`src/rtl/pipe_hazard_if.sv`:
```
// ----------------------------------------------------------------------------
// pipe_hazard_if
//   Bundle between the ID stage / datapath and the hazard + forwarding unit.
//
//   master : pipeline side. Drives the ID instruction fields, the register-file
//            read data, the per-slot writeback values and the EX jump. Receives
//            stall/flush, the resolved operands and the forwarding selects.
//   slave  : pipe_hazard_unit side, with the opposite directions.
//
//   Signals
//     id_valid_i, id_rs1_i, id_rs2_i, id_rs1_re_i, id_rs2_re_i,
//     id_rd_i, id_we_i, id_load_i    : ID-stage instruction fields
//     rf_rd1_i, rf_rd2_i             : register-file read data
//     stage_data_i                   : writeback value per slot, slot k at [k*XLEN +: XLEN]
//     ex_jump_i                      : taken branch/jump resolved in EX
//     stall_o, flush_o               : pipeline control
//     op1_o, op2_o                   : resolved source operands
//     fwd1_sel_o, fwd2_sel_o         : 0 = register file, k+1 = slot k
// ----------------------------------------------------------------------------
interface pipe_hazard_if #(
  parameter int XLEN      = 32,
  parameter int RA_W      = 5,
  parameter int FWD_DEPTH = 3
);
  logic                      id_valid_i;
  logic [RA_W-1:0]           id_rs1_i;
  logic [RA_W-1:0]           id_rs2_i;
  logic                      id_rs1_re_i;
  logic                      id_rs2_re_i;
  logic [RA_W-1:0]           id_rd_i;
  logic                      id_we_i;
  logic                      id_load_i;
  logic [XLEN-1:0]           rf_rd1_i;
  logic [XLEN-1:0]           rf_rd2_i;
  logic [FWD_DEPTH*XLEN-1:0] stage_data_i;
  logic                      ex_jump_i;
  logic                      stall_o;
  logic                      flush_o;
  logic [XLEN-1:0]           op1_o;
  logic [XLEN-1:0]           op2_o;
  logic [3:0]                fwd1_sel_o;
  logic [3:0]                fwd2_sel_o;

  modport master (
    output id_valid_i, id_rs1_i, id_rs2_i, id_rs1_re_i, id_rs2_re_i,
           id_rd_i, id_we_i, id_load_i, rf_rd1_i, rf_rd2_i,
           stage_data_i, ex_jump_i,
    input  stall_o, flush_o, op1_o, op2_o, fwd1_sel_o, fwd2_sel_o
  );

  modport slave (
    input  id_valid_i, id_rs1_i, id_rs2_i, id_rs1_re_i, id_rs2_re_i,
           id_rd_i, id_we_i, id_load_i, rf_rd1_i, rf_rd2_i,
           stage_data_i, ex_jump_i,
    output stall_o, flush_o, op1_o, op2_o, fwd1_sel_o, fwd2_sel_o
  );
endinterface

```
`src/rtl/pipe_hazard_unit.sv`:
```
// ----------------------------------------------------------------------------
// pipe_hazard_unit
//   Hazard / forwarding controller for the in-order RV32 pipeline. Tracks the
//   destination register of every instruction past ID in a shift-register
//   scoreboard (slot 0 = EX ... slot FWD_DEPTH-1 = WB) and from it derives
//   load-use stalls, per-operand forwarding selects/data and the branch flush.
//
//   Parameters
//     XLEN      datapath width
//     RA_W      register address width
//     FWD_DEPTH tracked post-ID stages (2..8)
//     LOAD_LAT  first slot where load data is valid (0..FWD_DEPTH-1)
//     FWD_EN    1 = full forwarding, 0 = interlock, forward from WB only
//
//   Ports
//     clk, rst  clock, asynchronous active-high reset
//     hz        pipe_hazard_if.slave (ID fields, rf data, stage data, jump in;
//               stall, flush, operands, selects out)
//     perf_stall_o / perf_flush_o / perf_fwd_o
//               saturating event counters, present only when the macro
//               HAZ_PERF_CNT_EN is defined
// ----------------------------------------------------------------------------
module pipe_hazard_unit #(
  parameter int XLEN      = 32,
  parameter int RA_W      = 5,
  parameter int FWD_DEPTH = 3,
  parameter int LOAD_LAT  = 1,
  parameter int FWD_EN    = 1
) (
  input  logic         clk,
  input  logic         rst,
  pipe_hazard_if.slave hz
`ifdef HAZ_PERF_CNT_EN
  ,
  output logic [31:0]  perf_stall_o,
  output logic [31:0]  perf_flush_o,
  output logic [31:0]  perf_fwd_o
`endif
);

  // A load in slot k has its data in stage_data_i once k reaches LOAD_LAT.
  function automatic logic slot_ready(input logic ld, input int k);
    return !ld || (k >= LOAD_LAT);
  endfunction

`ifdef HAZ_PERF_CNT_EN
  function automatic logic [31:0] sat_inc(input logic [31:0] c);
    return (c == 32'hFFFF_FFFF) ? c : c + 32'd1;
  endfunction
`endif

  // Scoreboard: valid bits are control (reset), rd/ld are payload (not reset).
  logic [FWD_DEPTH-1:0] slot_v;
  logic [FWD_DEPTH-1:0] slot_ld;
  logic [RA_W-1:0]      slot_rd [FWD_DEPTH];

  logic [RA_W-1:0]      src    [2];
  logic                 src_re [2];
  logic [XLEN-1:0]      rf_d   [2];
  logic [FWD_DEPTH-1:0] match  [2];
  logic [3:0]           sel    [2];
  logic [XLEN-1:0]      op     [2];
  logic                 op_stall [2];
  logic                 stall;
  logic                 issue;

  assign src[0]    = hz.id_rs1_i;
  assign src[1]    = hz.id_rs2_i;
  assign src_re[0] = hz.id_rs1_re_i;
  assign src_re[1] = hz.id_rs2_re_i;
  assign rf_d[0]   = hz.rf_rd1_i;
  assign rf_d[1]   = hz.rf_rd2_i;

  // ---- ID stage: scoreboard compare ----
  // x0 never matches, so reads of x0 always take the (zero) regfile value.
  always_comb begin
    for (int s = 0; s < 2; s++) begin
      match[s] = '0;
      for (int k = 0; k < FWD_DEPTH; k++) begin
        match[s][k] = slot_v[k] && (slot_rd[k] != '0) &&
                      (slot_rd[k] == src[s]) && src_re[s];
      end
    end
  end

  // Operand resolution. The loop runs oldest to youngest so the youngest
  // matching slot overwrites any older one.
  always_comb begin
    for (int s = 0; s < 2; s++) begin
      sel[s]      = '0;
      op[s]       = rf_d[s];
      op_stall[s] = 1'b0;
      if (FWD_EN != 0) begin
        for (int k = FWD_DEPTH - 1; k >= 0; k--) begin
          if (match[s][k]) begin
            if (slot_ready(slot_ld[k], k)) begin
              sel[s]      = 4'(k + 1);
              op[s]       = hz.stage_data_i[k*XLEN +: XLEN];
              op_stall[s] = 1'b0;
            end else begin
              sel[s]      = '0;
              op[s]       = rf_d[s];
              op_stall[s] = 1'b1;
            end
          end
        end
      end else begin
        if (|match[s][FWD_DEPTH-2:0]) begin
          op_stall[s] = 1'b1;
        end else if (match[s][FWD_DEPTH-1]) begin
          sel[s] = 4'(FWD_DEPTH);
          op[s]  = hz.stage_data_i[(FWD_DEPTH-1)*XLEN +: XLEN];
        end
      end
    end
  end

  // A jump in EX kills the ID instruction, so it must not also stall.
  assign stall = hz.id_valid_i && !hz.ex_jump_i && (op_stall[0] || op_stall[1]);
  assign issue = hz.id_valid_i && !hz.ex_jump_i && !stall;

  assign hz.stall_o    = stall;
  assign hz.flush_o    = hz.ex_jump_i;
  assign hz.op1_o      = op[0];
  assign hz.op2_o      = op[1];
  assign hz.fwd1_sel_o = sel[0];
  assign hz.fwd2_sel_o = sel[1];

  // ---- EX..WB: scoreboard shift ----
  // The shift never holds: a stalled load keeps moving toward readiness while
  // a bubble enters slot 0.
  always_ff @(posedge clk or posedge rst) begin
    if (rst) begin
      slot_v <= '0;
    end else begin
      slot_v <= {slot_v[FWD_DEPTH-2:0], issue && hz.id_we_i};
    end
  end

  always_ff @(posedge clk) begin
    slot_ld    <= {slot_ld[FWD_DEPTH-2:0], hz.id_load_i};
    slot_rd[0] <= hz.id_rd_i;
    for (int k = 1; k < FWD_DEPTH; k++) begin
      slot_rd[k] <= slot_rd[k-1];
    end
  end

`ifdef HAZ_PERF_CNT_EN
  logic fwd_evt;
  assign fwd_evt = ((sel[0] != '0) || (sel[1] != '0)) && !stall;

  always_ff @(posedge clk or posedge rst) begin
    if (rst) begin
      perf_stall_o <= '0;
      perf_flush_o <= '0;
      perf_fwd_o   <= '0;
    end else begin
      if (stall)         perf_stall_o <= sat_inc(perf_stall_o);
      if (hz.ex_jump_i)  perf_flush_o <= sat_inc(perf_flush_o);
      if (fwd_evt)       perf_fwd_o   <= sat_inc(perf_fwd_o);
    end
  end
`endif

endmodule
```
`src/flat_wrapper.sv`:
```
// flat-port wrapper written by rule: the top's interface ports become plain ports
module pipe_hazard_unit_flat 
#(
  parameter int XLEN      = 32,
  parameter int RA_W      = 5,
  parameter int FWD_DEPTH = 3,
  parameter int LOAD_LAT  = 1,
  parameter int FWD_EN    = 1
)
  (clk, rst, hz_id_valid_i, hz_id_rs1_i, hz_id_rs2_i, hz_id_rs1_re_i, hz_id_rs2_re_i, hz_id_rd_i, hz_id_we_i, hz_id_load_i, hz_rf_rd1_i, hz_rf_rd2_i, hz_stage_data_i, hz_ex_jump_i, hz_stall_o, hz_flush_o, hz_op1_o, hz_op2_o, hz_fwd1_sel_o, hz_fwd2_sel_o);
  pipe_hazard_if #(.XLEN(XLEN), .RA_W(RA_W), .FWD_DEPTH(FWD_DEPTH)) hz_i ();
  input  logic clk;
  input  logic rst;
  input wire logic [$bits(hz_i.id_valid_i)-1:0] hz_id_valid_i;
  input wire logic [$bits(hz_i.id_rs1_i)-1:0] hz_id_rs1_i;
  input wire logic [$bits(hz_i.id_rs2_i)-1:0] hz_id_rs2_i;
  input wire logic [$bits(hz_i.id_rs1_re_i)-1:0] hz_id_rs1_re_i;
  input wire logic [$bits(hz_i.id_rs2_re_i)-1:0] hz_id_rs2_re_i;
  input wire logic [$bits(hz_i.id_rd_i)-1:0] hz_id_rd_i;
  input wire logic [$bits(hz_i.id_we_i)-1:0] hz_id_we_i;
  input wire logic [$bits(hz_i.id_load_i)-1:0] hz_id_load_i;
  input wire logic [$bits(hz_i.rf_rd1_i)-1:0] hz_rf_rd1_i;
  input wire logic [$bits(hz_i.rf_rd2_i)-1:0] hz_rf_rd2_i;
  input wire logic [$bits(hz_i.stage_data_i)-1:0] hz_stage_data_i;
  input wire logic [$bits(hz_i.ex_jump_i)-1:0] hz_ex_jump_i;
  output wire logic [$bits(hz_i.stall_o)-1:0] hz_stall_o;
  output wire logic [$bits(hz_i.flush_o)-1:0] hz_flush_o;
  output wire logic [$bits(hz_i.op1_o)-1:0] hz_op1_o;
  output wire logic [$bits(hz_i.op2_o)-1:0] hz_op2_o;
  output wire logic [$bits(hz_i.fwd1_sel_o)-1:0] hz_fwd1_sel_o;
  output wire logic [$bits(hz_i.fwd2_sel_o)-1:0] hz_fwd2_sel_o;
  assign hz_i.id_valid_i = hz_id_valid_i;
  assign hz_i.id_rs1_i = hz_id_rs1_i;
  assign hz_i.id_rs2_i = hz_id_rs2_i;
  assign hz_i.id_rs1_re_i = hz_id_rs1_re_i;
  assign hz_i.id_rs2_re_i = hz_id_rs2_re_i;
  assign hz_i.id_rd_i = hz_id_rd_i;
  assign hz_i.id_we_i = hz_id_we_i;
  assign hz_i.id_load_i = hz_id_load_i;
  assign hz_i.rf_rd1_i = hz_rf_rd1_i;
  assign hz_i.rf_rd2_i = hz_rf_rd2_i;
  assign hz_i.stage_data_i = hz_stage_data_i;
  assign hz_i.ex_jump_i = hz_ex_jump_i;
  assign hz_stall_o = hz_i.stall_o;
  assign hz_flush_o = hz_i.flush_o;
  assign hz_op1_o = hz_i.op1_o;
  assign hz_op2_o = hz_i.op2_o;
  assign hz_fwd1_sel_o = hz_i.fwd1_sel_o;
  assign hz_fwd2_sel_o = hz_i.fwd2_sel_o;
  pipe_hazard_unit #(.XLEN(XLEN), .RA_W(RA_W), .FWD_DEPTH(FWD_DEPTH), .LOAD_LAT(LOAD_LAT), .FWD_EN(FWD_EN)) u_core (.clk(clk), .rst(rst), .hz(hz_i));
endmodule
```
`config.mk`:
```
export PLATFORM = sky130hd
export DESIGN_NAME = pipe_hazard_unit_flat
export DESIGN_NICKNAME = d
export VERILOG_FILES = /design/src/rtl/pipe_hazard_if.sv /design/src/rtl/pipe_hazard_unit.sv /design/src/flat_wrapper.sv
export SDC_FILE = /design/constraint.sdc
export NUM_CORES = 1
export LEC_CHECK = 0
export ABC_CLOCK_PERIOD_IN_PS = 5000
export CORE_ASPECT_RATIO = 0.5
export CORE_UTILIZATION = 33
export DETAILED_ROUTE_END_ITERATION = 8
export PLACE_DENSITY = 0.77
export SYNTH_ARGS = -nofsm -noshare
export SYNTH_HDL_FRONTEND = slang
export SYNTH_SLANG_ARGS = --single-unit
```
`constraint.sdc`:
```
create_clock -name clk -period 5 [get_ports clk]
set_clock_uncertainty 0.1 [all_clocks]
set_input_delay 1.25 -clock clk [delete_from_list [all_inputs] [get_ports clk]]
set_output_delay 1.25 -clock clk [all_outputs]
set_load 0.01 [all_outputs]
```
Fig. 1: gate-type map
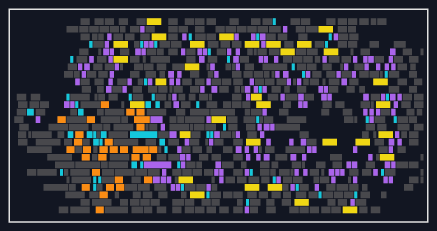
legend:
  XOR/XNOR gates:
    color: orange
    cells: 29
  multiplexers:
    color: yellow
    cells: 32
  inverting AOI/OAI gates:
    color: purple
    cells: 164
  NAND gates:
    color: cyan
    cells: 57
    where: all over the die

Fig. 2: clock wires, drivers and flops
The bar under the picture is 50 um long.
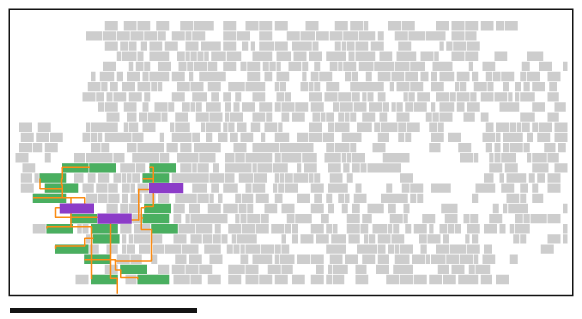
legend:
  clock wires:
    color: orange
    length: 224 um
  clock drivers:
    color: purple
    count: 3
  flip-flops:
    color: green
    count: 19
routed clock nets: 4

==> ci_impl_report.md <==
## PnR job results

| Metric | Value |
|---|---|
| Top pwr grp | combinational cells |
| Fin crit share | 98.69% |
| Post-Synthesis Cell Area | 3645 um^2 |
| TritonCTS clock tree | built |
| Clock buffer count from CTS | 3 |
| Hold buffer count at cts | 0 |
| Worst Setup SP | hz_id_rs1_i[3] |
| Yosys Chip Area | 3645 um^2 |
| Status | finished clean |
| Hold Startpoint | u_core.slot_rd[0][4]$_DFF_P_ |
| Unrepaired setup endpoints after global routing | false |
| Register share of the cell area | 5.915% |
| Antenna viol nets, final | 0 |
| Top cell category | non-clock buffers |
| GP Congestion | 0.9274 |
| Worst r2r path cells | 6 |
| Data buffer area share | 45.00% |
| Post-CTS sizing | 24 |
| Setup bufs post-CTS | 4 |
| EDFF count, synth | 0 |
| Crit. End Element | output port |
| Ys async rst share | 15.79% |
| Initial antenna violation count | 0 |
| Min-delay worst type | flop to flop |
| Worst path cell trace | clkdlybuf4s50_1, xnor2_2, nand4bb_4, or2_4, o211a_1, o22ai_1, clkdlybuf4s50_1 |
| Internal power | 0.5229 mW |
| Worst Setup Start Kind | input port |
| Core Region | 10480 um^2 |
| Setup CP Type | input port to output port |
| NetSw | 0.2259 mW |
| Chip area | 11490 um^2 |
| Die x size | 150.6 um |
| Per-cell routed wire length | 20.01 um |
| Avg Vias per Cell | 5.745 |
| Taps Inserted | 140 |
-- cell usage after synthesis (5+ instances only) --
master | instances | share of area (%)
nor2b_1 | 32 | 5.5
xor2_1 | 15 | 3.6
a21oi_1 | 66 | 9.1
nand2_1 | 46 | 4.7
inv_1 | 34 | 3.5
clkbuf_1 | 36 | 3.7
o21ai_1 | 6 | 0.82
o21ai_0 | 55 | 7.6
nor2_1 | 5 | 0.51
o221a_1 | 29 | 9.0
buf_4 | 5 | 1.0
nand4_1 | 6 | 1.0
mux2_4 | 29 | 12
dfxtp_1 | 16 | 8.8
o221a_2 | 7 | 2.2
o211a_1 | 28 | 7.7
o22ai_1 | 33 | 5.7
xnor2_1 | 14 | 3.4
-- per-stage QoR --
step                      util [%]  std cells  setup WS [ns]  hold slack [ns]  setup TNS [ns]
after floorplan                  -        502         0.9401           0.2735               0
after global placement       61.34        869        -0.1067           0.2951          -2.798
after detailed placement     61.34        869        -0.1665           0.2982          -3.958
after CTS                    62.20        877      -0.009525           0.3132        -0.01289
after global routing         64.42        885       0.002352           0.3247               0
final                        64.42        885        0.06546           0.3144               0
-- per-layer routing --
metal  up-vias  track usage (%)  share of wire [%]  wire length [um]
li1       2355                -                  -                 -
met1      2399            33.71                 40              7115
met2       268            48.34                 48              8560
met3        62            3.653                7.5              1322
met4         0            11.90                4.0               709
met5         -                0                  0                 0
-- kinds of logic after synthesis --
kind of cell	share of synthesized area (%)
flops	10.85
compound gates	43.43
simple gates	14.80
buf+inv	10.99
xor+xnor	6.969
mux	12.87
other cells	0.1029
-- state kept, by name (all words and copies together) (netlist names) --
signal / cells
u_core.slot_ld: 1
u_core.slot_rd: 15
u_core.slot_v: 3
No activity file was given, so power comes from the tool's default toggle rates.
